`config.mk`:
```
export PLATFORM = sky130hd
export DESIGN_NAME = fetch_pipeline_flat
export DESIGN_NICKNAME = d
export VERILOG_FILES = /design/src/rtl/fetch_pipeline_pkg.sv /design/src/rtl/fetch_pipeline_if.sv /design/src/rtl/fetch_stage.sv /design/src/rtl/fetch_pipeline.sv /design/src/flat_wrapper.sv
export SDC_FILE = /design/constraint.sdc
export NUM_CORES = 1
export LEC_CHECK = 0
export CAP_MARGIN = 20
export CORE_ASPECT_RATIO = 1.4
export CORE_MARGIN = 1
export CORE_UTILIZATION = 45
export DETAILED_ROUTE_END_ITERATION = 10
export PLACE_DENSITY = 0.83
export SLEW_MARGIN = 20
export SYNTH_ARGS = -nofsm -noshare
export SYNTH_HDL_FRONTEND = slang
export SYNTH_SLANG_ARGS = --single-unit
```
`constraint.sdc`:
```
create_clock -name clk -period 4.6 [get_ports clk]
set_clock_uncertainty 0.1 [all_clocks]
set_input_delay 0.92 -clock clk [delete_from_list [all_inputs] [get_ports clk]]
set_output_delay 0.92 -clock clk [all_outputs]
set_load 0.005 [all_outputs]
```
`src/rtl/fetch_pipeline_pkg.sv`:
```
// Shared definitions for the instruction-fetch front end: default widths,
// the NOP opcode and the legal pipeline-depth range.
package fetch_pipeline_pkg;

  localparam int unsigned ADDR_W_DEF  = 8;
  localparam int unsigned INSTR_W_DEF = 8;
  localparam int unsigned STAGES_DEF  = 1;
  localparam int unsigned STAGES_MIN  = 1;
  localparam int unsigned STAGES_MAX  = 4;

  localparam logic [7:0] NOP_OP_DEF = 8'hC8;

  // True when a pipeline depth is one the front end supports.
  function automatic bit stages_ok(input int unsigned n);
    return (n >= STAGES_MIN) && (n <= STAGES_MAX);
  endfunction

endpackage

```
`src/rtl/fetch_pipeline_if.sv`:
```
// Sequencer/memory/decoder-facing signals of the fetch front end.
// master = environment (sequencer, memory, decoder), slave = fetch_pipeline.
interface fetch_pipeline_if #(
  parameter int unsigned ADDR_W  = 8,
  parameter int unsigned INSTR_W = 8
);

  logic               stall;
  logic               jmp;
  logic               jmp_nz;
  logic               zero_flag;
  logic [ADDR_W-1:0]  jmp_addr;
  logic [INSTR_W-1:0] pm_data;
  logic [ADDR_W-1:0]  pm_addr;
  logic [ADDR_W-1:0]  pc;
  logic [INSTR_W-1:0] instr;
  logic [ADDR_W-1:0]  instr_pc;
  logic               instr_valid;
  logic               flush;

  modport master (
    output stall, jmp, jmp_nz, zero_flag, jmp_addr, pm_data,
    input  pm_addr, pc, instr, instr_pc, instr_valid, flush
  );

  modport slave (
    input  stall, jmp, jmp_nz, zero_flag, jmp_addr, pm_data,
    output pm_addr, pc, instr, instr_pc, instr_valid, flush
  );

endinterface

```
`src/rtl/fetch_stage.sv`:
```
// One fetch pipeline slot: {valid, instr, pc} with clear > hold > load priority.
module fetch_stage #(
  parameter int unsigned ADDR_W  = 8,
  parameter int unsigned INSTR_W = 8
) (
  input  logic               clk,
  input  logic               reset_n,
  input  logic               clear,
  input  logic               load,
  input  logic               d_valid,
  input  logic [INSTR_W-1:0] d_instr,
  input  logic [ADDR_W-1:0]  d_pc,
  output logic               q_valid,
  output logic [INSTR_W-1:0] q_instr,
  output logic [ADDR_W-1:0]  q_pc
);

  // Clearing only drops valid; the data fields of an empty slot are don't-care.
  always_ff @(posedge clk or negedge reset_n) begin
    if (!reset_n) begin
      q_valid <= 1'b0;
      q_instr <= '0;
      q_pc    <= '0;
    end else if (clear) begin
      q_valid <= 1'b0;
    end else if (load) begin
      q_valid <= d_valid;
      q_instr <= d_instr;
      q_pc    <= d_pc;
    end
  end

endmodule

```
`src/rtl/fetch_pipeline.sv`:
```
// Instruction-fetch front end: PC register, STAGES-deep fetch pipe and
// jump-driven squash of in-flight instructions to the NOP opcode.
module fetch_pipeline
  import fetch_pipeline_pkg::*;
#(
  parameter int unsigned        ADDR_W   = ADDR_W_DEF,
  parameter int unsigned        INSTR_W  = INSTR_W_DEF,
  parameter int unsigned        STAGES   = STAGES_DEF,
  parameter logic [INSTR_W-1:0] NOP_OP   = INSTR_W'(NOP_OP_DEF),
  parameter logic [ADDR_W-1:0]  RESET_PC = '0
) (
  input  logic                  clk,
  input  logic                  reset_n,
  fetch_pipeline_if.slave       bus
);

  generate
    if (!stages_ok(STAGES)) begin : g_bad_stages
      $error("fetch_pipeline: STAGES=%0d outside supported range 1..4", STAGES);
    end
  endgenerate

  logic              take;
  logic              advance;
  logic [ADDR_W-1:0] pc_q;

  assign take    = bus.jmp | (bus.jmp_nz & ~bus.zero_flag);
  assign advance = ~take & ~bus.stall;

  // A taken jump overrides stall; stall freezes the PC otherwise.
  always_ff @(posedge clk or negedge reset_n) begin
    if (!reset_n) begin
      pc_q <= RESET_PC;
    end else if (take) begin
      pc_q <= bus.jmp_addr;
    end else if (advance) begin
      pc_q <= pc_q + ADDR_W'(1);
    end
  end

  // Index 0 is the memory side; index k+1 is the output of stage k.
  logic [STAGES:0]              vld;
  logic [STAGES:0][INSTR_W-1:0] dat;
  logic [STAGES:0][ADDR_W-1:0]  spc;

  assign vld[0] = 1'b1;
  assign dat[0] = bus.pm_data;
  assign spc[0] = pc_q;

  generate
    for (genvar i = 0; i < STAGES; i++) begin : g_stage
      fetch_stage #(
        .ADDR_W  (ADDR_W),
        .INSTR_W (INSTR_W)
      ) u_stage (
        .clk     (clk),
        .reset_n (reset_n),
        .clear   (take),
        .load    (advance),
        .d_valid (vld[i]),
        .d_instr (dat[i]),
        .d_pc    (spc[i]),
        .q_valid (vld[i+1]),
        .q_instr (dat[i+1]),
        .q_pc    (spc[i+1])
      );
    end
  endgenerate

  // Empty last slot or a jump this cycle presents a NOP with a zero address.
  always_comb begin
    bus.instr       = NOP_OP;
    bus.instr_valid = 1'b0;
    bus.instr_pc    = '0;
    if (vld[STAGES] && !take) begin
      bus.instr       = dat[STAGES];
      bus.instr_valid = 1'b1;
      bus.instr_pc    = spc[STAGES];
    end
  end

  assign bus.pc      = pc_q;
  assign bus.pm_addr = pc_q;
  assign bus.flush   = take;

endmodule

```
`src/flat_wrapper.sv`:
```
// flat-port wrapper written by rule: the top's interface ports become plain ports
module fetch_pipeline_flat import fetch_pipeline_pkg::*;
#(
  parameter int unsigned        ADDR_W   = ADDR_W_DEF,
  parameter int unsigned        INSTR_W  = INSTR_W_DEF,
  parameter int unsigned        STAGES   = STAGES_DEF,
  parameter logic [INSTR_W-1:0] NOP_OP   = INSTR_W'(NOP_OP_DEF),
  parameter logic [ADDR_W-1:0]  RESET_PC = '0
)
  (clk, reset_n, bus_stall, bus_jmp, bus_jmp_nz, bus_zero_flag, bus_jmp_addr, bus_pm_data, bus_pm_addr, bus_pc, bus_instr, bus_instr_pc, bus_instr_valid, bus_flush);
  fetch_pipeline_if #(.ADDR_W(ADDR_W), .INSTR_W(INSTR_W)) bus_i ();
  input  logic clk;
  input  logic reset_n;
  input wire logic [$bits(bus_i.stall)-1:0] bus_stall;
  input wire logic [$bits(bus_i.jmp)-1:0] bus_jmp;
  input wire logic [$bits(bus_i.jmp_nz)-1:0] bus_jmp_nz;
  input wire logic [$bits(bus_i.zero_flag)-1:0] bus_zero_flag;
  input wire logic [$bits(bus_i.jmp_addr)-1:0] bus_jmp_addr;
  input wire logic [$bits(bus_i.pm_data)-1:0] bus_pm_data;
  output wire logic [$bits(bus_i.pm_addr)-1:0] bus_pm_addr;
  output wire logic [$bits(bus_i.pc)-1:0] bus_pc;
  output wire logic [$bits(bus_i.instr)-1:0] bus_instr;
  output wire logic [$bits(bus_i.instr_pc)-1:0] bus_instr_pc;
  output wire logic [$bits(bus_i.instr_valid)-1:0] bus_instr_valid;
  output wire logic [$bits(bus_i.flush)-1:0] bus_flush;
  assign bus_i.stall = bus_stall;
  assign bus_i.jmp = bus_jmp;
  assign bus_i.jmp_nz = bus_jmp_nz;
  assign bus_i.zero_flag = bus_zero_flag;
  assign bus_i.jmp_addr = bus_jmp_addr;
  assign bus_i.pm_data = bus_pm_data;
  assign bus_pm_addr = bus_i.pm_addr;
  assign bus_pc = bus_i.pc;
  assign bus_instr = bus_i.instr;
  assign bus_instr_pc = bus_i.instr_pc;
  assign bus_instr_valid = bus_i.instr_valid;
  assign bus_flush = bus_i.flush;
  fetch_pipeline #(.ADDR_W(ADDR_W), .INSTR_W(INSTR_W), .STAGES(STAGES), .NOP_OP(NOP_OP), .RESET_PC(RESET_PC)) u_core (.clk(clk), .reset_n(reset_n), .bus(bus_i));
endmodule
```
Figure 1. Metal 1 (run 1).
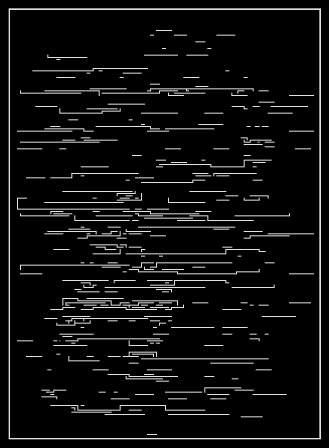
- main direction: horizontal
- nets with wire on the layer: 138
- wire length on this layer: 1110 um
- longest straight run: 19.3 um

Figure 2. Met2 routing (run 1).
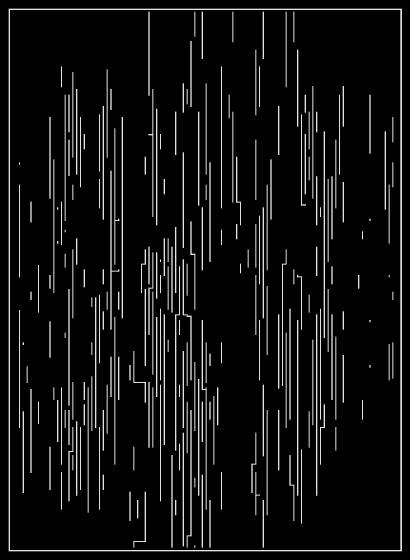
- nets with wire on the layer: 165
- share of all routed wire: 54%
- wire length on this layer: 1540 um
- main direction: vertical

==> ci_impl_report.md, run 1 <==
## Synthesis and layout report

| Metric | Value |
|---|---|
| DP Wirelength | `roughly 2.2 mm` |
| Wire per inst | `~15 um` |
| Syn-to-layout area delta | `40.2%` |
| Async set-reset flop share out of synthesis | `1.00` |
| Vias in the first global route | `between 900 and 1000` |
| Setup Fix Bufs, Post-CTS | `0` |
| Post-synth top area share | `0.487` |
| Register area | `626 sq um` |
| CTS root buf | `clkbuf_4` |
| Antenna violations before repair | `0` |
| Final setup viols | `0` |
| Met3 usage | `0.0412` |
| Nets | `180` |
| Crit Path Max Fanout | `18` |
| Status | `finished clean` |
| Largest net degree at the start of global routing | `26` |
| Post-Synth XOR/XNOR Area | `0.0273` |
| Multi-Input Combinational | `70` |
| Tap cells | `36` |
| Sink Count | `25` |
| Post-synth top cells | `dfrtp_1, mux2_2, and2_1` |
Figure 3. M3 wires (run 1).
Bar = 10 um.
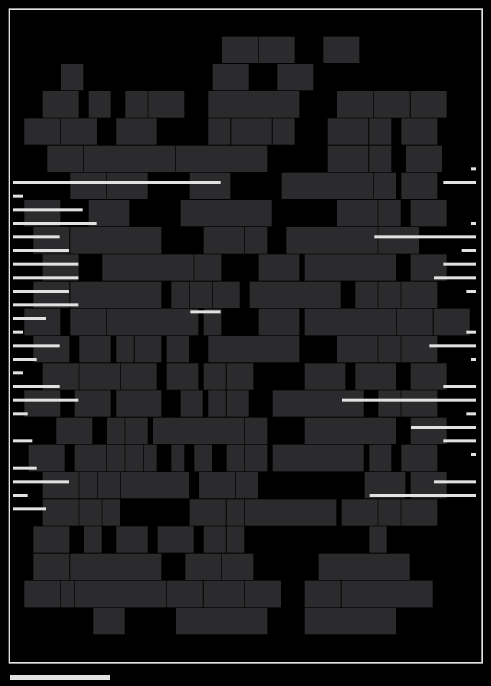
- longest straight run: 20.5 um
- share of all routed wire: 6.2%
- main direction: horizontal
- nets with wire on the layer: 43
- wire length on this layer: 176 um

run 1: path summary, 6_finish.rpt:
check | from | end | slack [ns] | depth (start not counted)
setup / recovery | bus_zero_flag | bus_instr_pc[0] | 0.73 | 5
hold / removal | u_core.g_stage[0].u_stage.q_instr[6] | u_core.g_stage[0].u_stage.q_instr[6] | 0.41 | 1
setup reg to reg | u_core.bus.pc[2] | u_core.bus.pc[5] | 3.06 | 3
hold reg to reg | u_core.g_stage[0].u_stage.q_instr[6] | u_core.g_stage[0].u_stage.q_instr[6] | 0.41 | 1
max in group asynchronous | reset_n | u_core.g_stage[0].u_stage.q_pc[5] | 3.57 | 1
min in group asynchronous | reset_n | u_core.g_stage[0].u_stage.q_instr[3] | 0.48 | 1
run 1: state kept, by name (all words and copies together), names as in the netlist:
name / cells
u_core.bus.pc: 8
u_core.g_stage.u_stage.q_instr: 8
u_core.g_stage.u_stage.q_pc: 8
u_core.g_stage.u_stage.q_valid: 1
run 1: layout by cell type, fill, tap and decap left out, drive strengths merged, types with 2 or more instances in the layout:
| master | count |
|---|---|
| clkdlybuf4s50 | 54 |
| dfrtp | 25 |
| mux2 | 18 |
| and2 | 14 |
| a21oi | 9 |
| nand2b | 4 |
| xnor2 | 3 |
| o21ai | 3 |
| or3 | 3 |
| a31oi | 3 |
| clkbuf | 3 |
| inv | 2 |
| nand4b | 2 |
run 1: report_power, final:
part / internal [mW] / switching, mW / leakage, nW
Clock: 0.0324 / 0.0615 / 0.0177
Combinational: 0.0971 / 0.0468 / 0.405
Sequential: 0.258 / 0.0308 / 0.290
Total: 0.387 / 0.139 / 0.713
run 1: logic make-up after synthesis:
| logic type | Yosys count |
|---|---|
| compound gates | 15 |
| xor+xnor | 4 |
| fa+ha+maj | 1 |
| buf+inv | 16 |
| flops | 25 |
| mux | 19 |
| simple gates | 31 |
==> run 2: changes to the inputs <==
--- a/config.mk
+++ b/config.mk
@@ -8,9 +8,9 @@
 export CAP_MARGIN = 20
 export CORE_ASPECT_RATIO = 1.4
 export CORE_MARGIN = 1
-export CORE_UTILIZATION = 45
+export CORE_UTILIZATION = 41
 export DETAILED_ROUTE_END_ITERATION = 10
-export PLACE_DENSITY = 0.83
+export PLACE_DENSITY = 0.76
 export SLEW_MARGIN = 20
 export SYNTH_ARGS = -nofsm -noshare
 export SYNTH_HDL_FRONTEND = slang
==> constraint.sdc (replaced) <==
create_clock -name clk -period 3.6 [get_ports clk]
set_clock_uncertainty 0.1 [all_clocks]
set_input_delay 0.72 -clock clk [delete_from_list [all_inputs] [get_ports clk]]
set_output_delay 0.72 -clock clk [all_outputs]
set_load 0.005 [all_outputs]
==> ci_impl_report.md, run 2 <==
## Synthesis and layout report

| Metric | Value |
|---|---|
| Async set-reset flop share out of synthesis | `1.00 (unchanged)` |
| Largest net degree at the start of global routing | `26 (unchanged)` |
| Post-Synth XOR/XNOR Area | `0.0273 (unchanged)` |
| GRT Util Overall | `0.182 (was 0.205)` |
| Reg clk slew, reported paths | `0.08 ns (was 0.13 ns)` |
| TritonCTS buffer count | `3 (unchanged)` |
| Nets | `184 (was 180)` |
| Most frequent cells in the layout | `clkdlybuf4s50_1, dfrtp_1, mux2_2 (unchanged)` |
| Gr ovfl total | `0 (unchanged)` |
| Met3 Wirelength | `118 um (was 175 um)` |
| Antenna violations before repair | `0 (unchanged)` |
| CTS root buf | `clkbuf_8 (was clkbuf_4)` |
| Yosys aoi share | `0.0614 (unchanged)` |
| Commonest Layout Cell | `clkdlybuf4s50_1 (unchanged)` |
| Syn_nets | `134 (unchanged)` |
| R2R Setup Slk | `2.08 ns (was 3.06 ns)` |
| Status | `finished clean (unchanged)` |
| Crit Path Max Fanout | `18 (unchanged)` |
| Yosys stat area | `1280 sq um (unchanged)` |
| CP Launch Type | `primary input (unchanged)` |
| Setup Fix Bufs, Post-CTS | `0 (unchanged)` |
| Area leader, netlist | `dfrtp_1 (unchanged)` |
| Sink Count | `25 (unchanged)` |
| Simple share | `0.163 (unchanged)` |
| Post-synth top cells | `dfrtp_1, mux2_2, and2_1 (unchanged)` |
| Vias in the first global route | `1085 (was 976)` |
| Inst Count DP | `193 (was 188)` |
| Final setup viols | `0 (unchanged)` |
| Syn-to-layout area delta | `44.6% (was 40.2%)` |
| Post-synth top area share | `0.487 (unchanged)` |
## run 2: cell counts after synthesis
Identical to the previous run, type by type.
## run 2: final cells by class
class | count | area [sq um]
Sequential cell | 25 | 626
Multi-Input combinational cell | 70 | 548
Clock buffer | 3 | 41.3
Inverter | 2 | 7.51
Clock inverter | 1 | 7.51
Tap cell | 37 | 46.3
Fill cell | 241 | 1050
Timing Repair Buffer | 59 | 581
## run 2: cells by family (layout without fill, tap and decap cells)
group	after synthesis	in the layout
compound gates	15	15
fa+ha+maj	1	1
xor+xnor	4	4
mux	19	19
flops	25	25
simple gates	31	31
buf+inv	16	65
## run 2: worst paths after layout
path | to | start | cells past startpoint
max in group asynchronous | u_core.g_stage[0].u_stage.q_instr[3] | reset_n | 2
hold / removal | u_core.g_stage[0].u_stage.q_instr[6] | u_core.g_stage[0].u_stage.q_instr[6] | 1
setup / recovery | bus_instr_pc[3] | bus_jmp | 5
setup reg to reg | u_core.bus.pc[7] | u_core.bus.pc[2] | 3
min in group asynchronous | u_core.g_stage[0].u_stage.q_instr[0] | reset_n | 2
hold reg to reg | u_core.g_stage[0].u_stage.q_instr[6] | u_core.g_stage[0].u_stage.q_instr[6] | 1
## run 2: where the power goes
part / total (mW) / leakage [nW] / switching (mW) / internal [mW]
Clock: 0.165 / 0.0217 / 0.0863 / 0.0783
Combinational: 0.189 / 0.424 / 0.0609 / 0.128
Sequential: 0.367 / 0.290 / 0.0375 / 0.330
## run 2: through the flow
stage          total power, mW  instance area, sq um  worst slack, ns   util
5_1_grt                  0.762                  1860            0.169  0.639
6_report                 0.720                  1860            0.295  0.639
3_3_place_gp             0.553                  1810            0.328  0.622
2_1_floorplan            0.463                  1280             1.19      -
3_5_place_dp             0.563                  1810            0.276  0.622
4_1_cts                  0.731                  1860            0.272  0.639
Figure 4. Met2 routing (run 2).
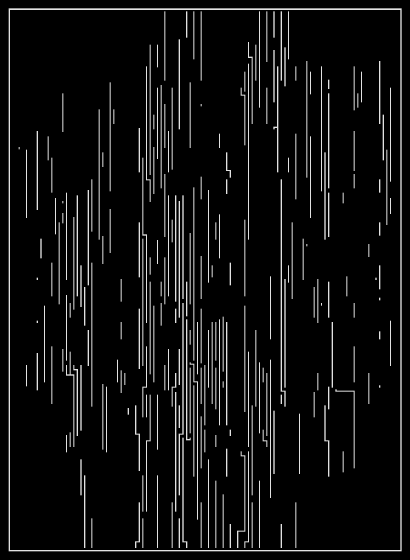
- wire length on this layer: 1560 um
- nets with wire on the layer: 162
- longest straight run: 26.7 um
- main direction: vertical
- share of all routed wire: 55%
vias: 999
WL final: 2.82 mm
M2 GR Usage: 0.354

Figure 5. Track usage over the die (run 2).
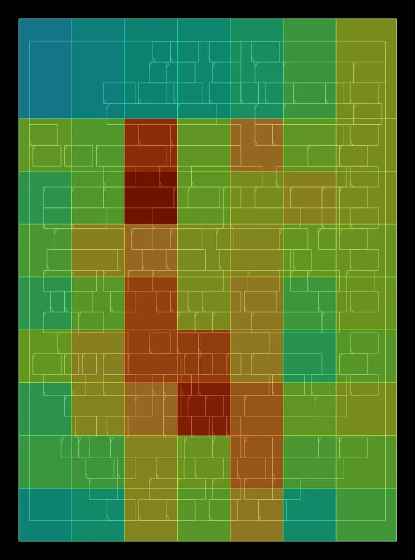
met3 usage: 0.0200
wire per inst: 14.3 um
met1 Use GR: 0.192
gr busiest metal: met2

Power and IR drop assume default switching activity.
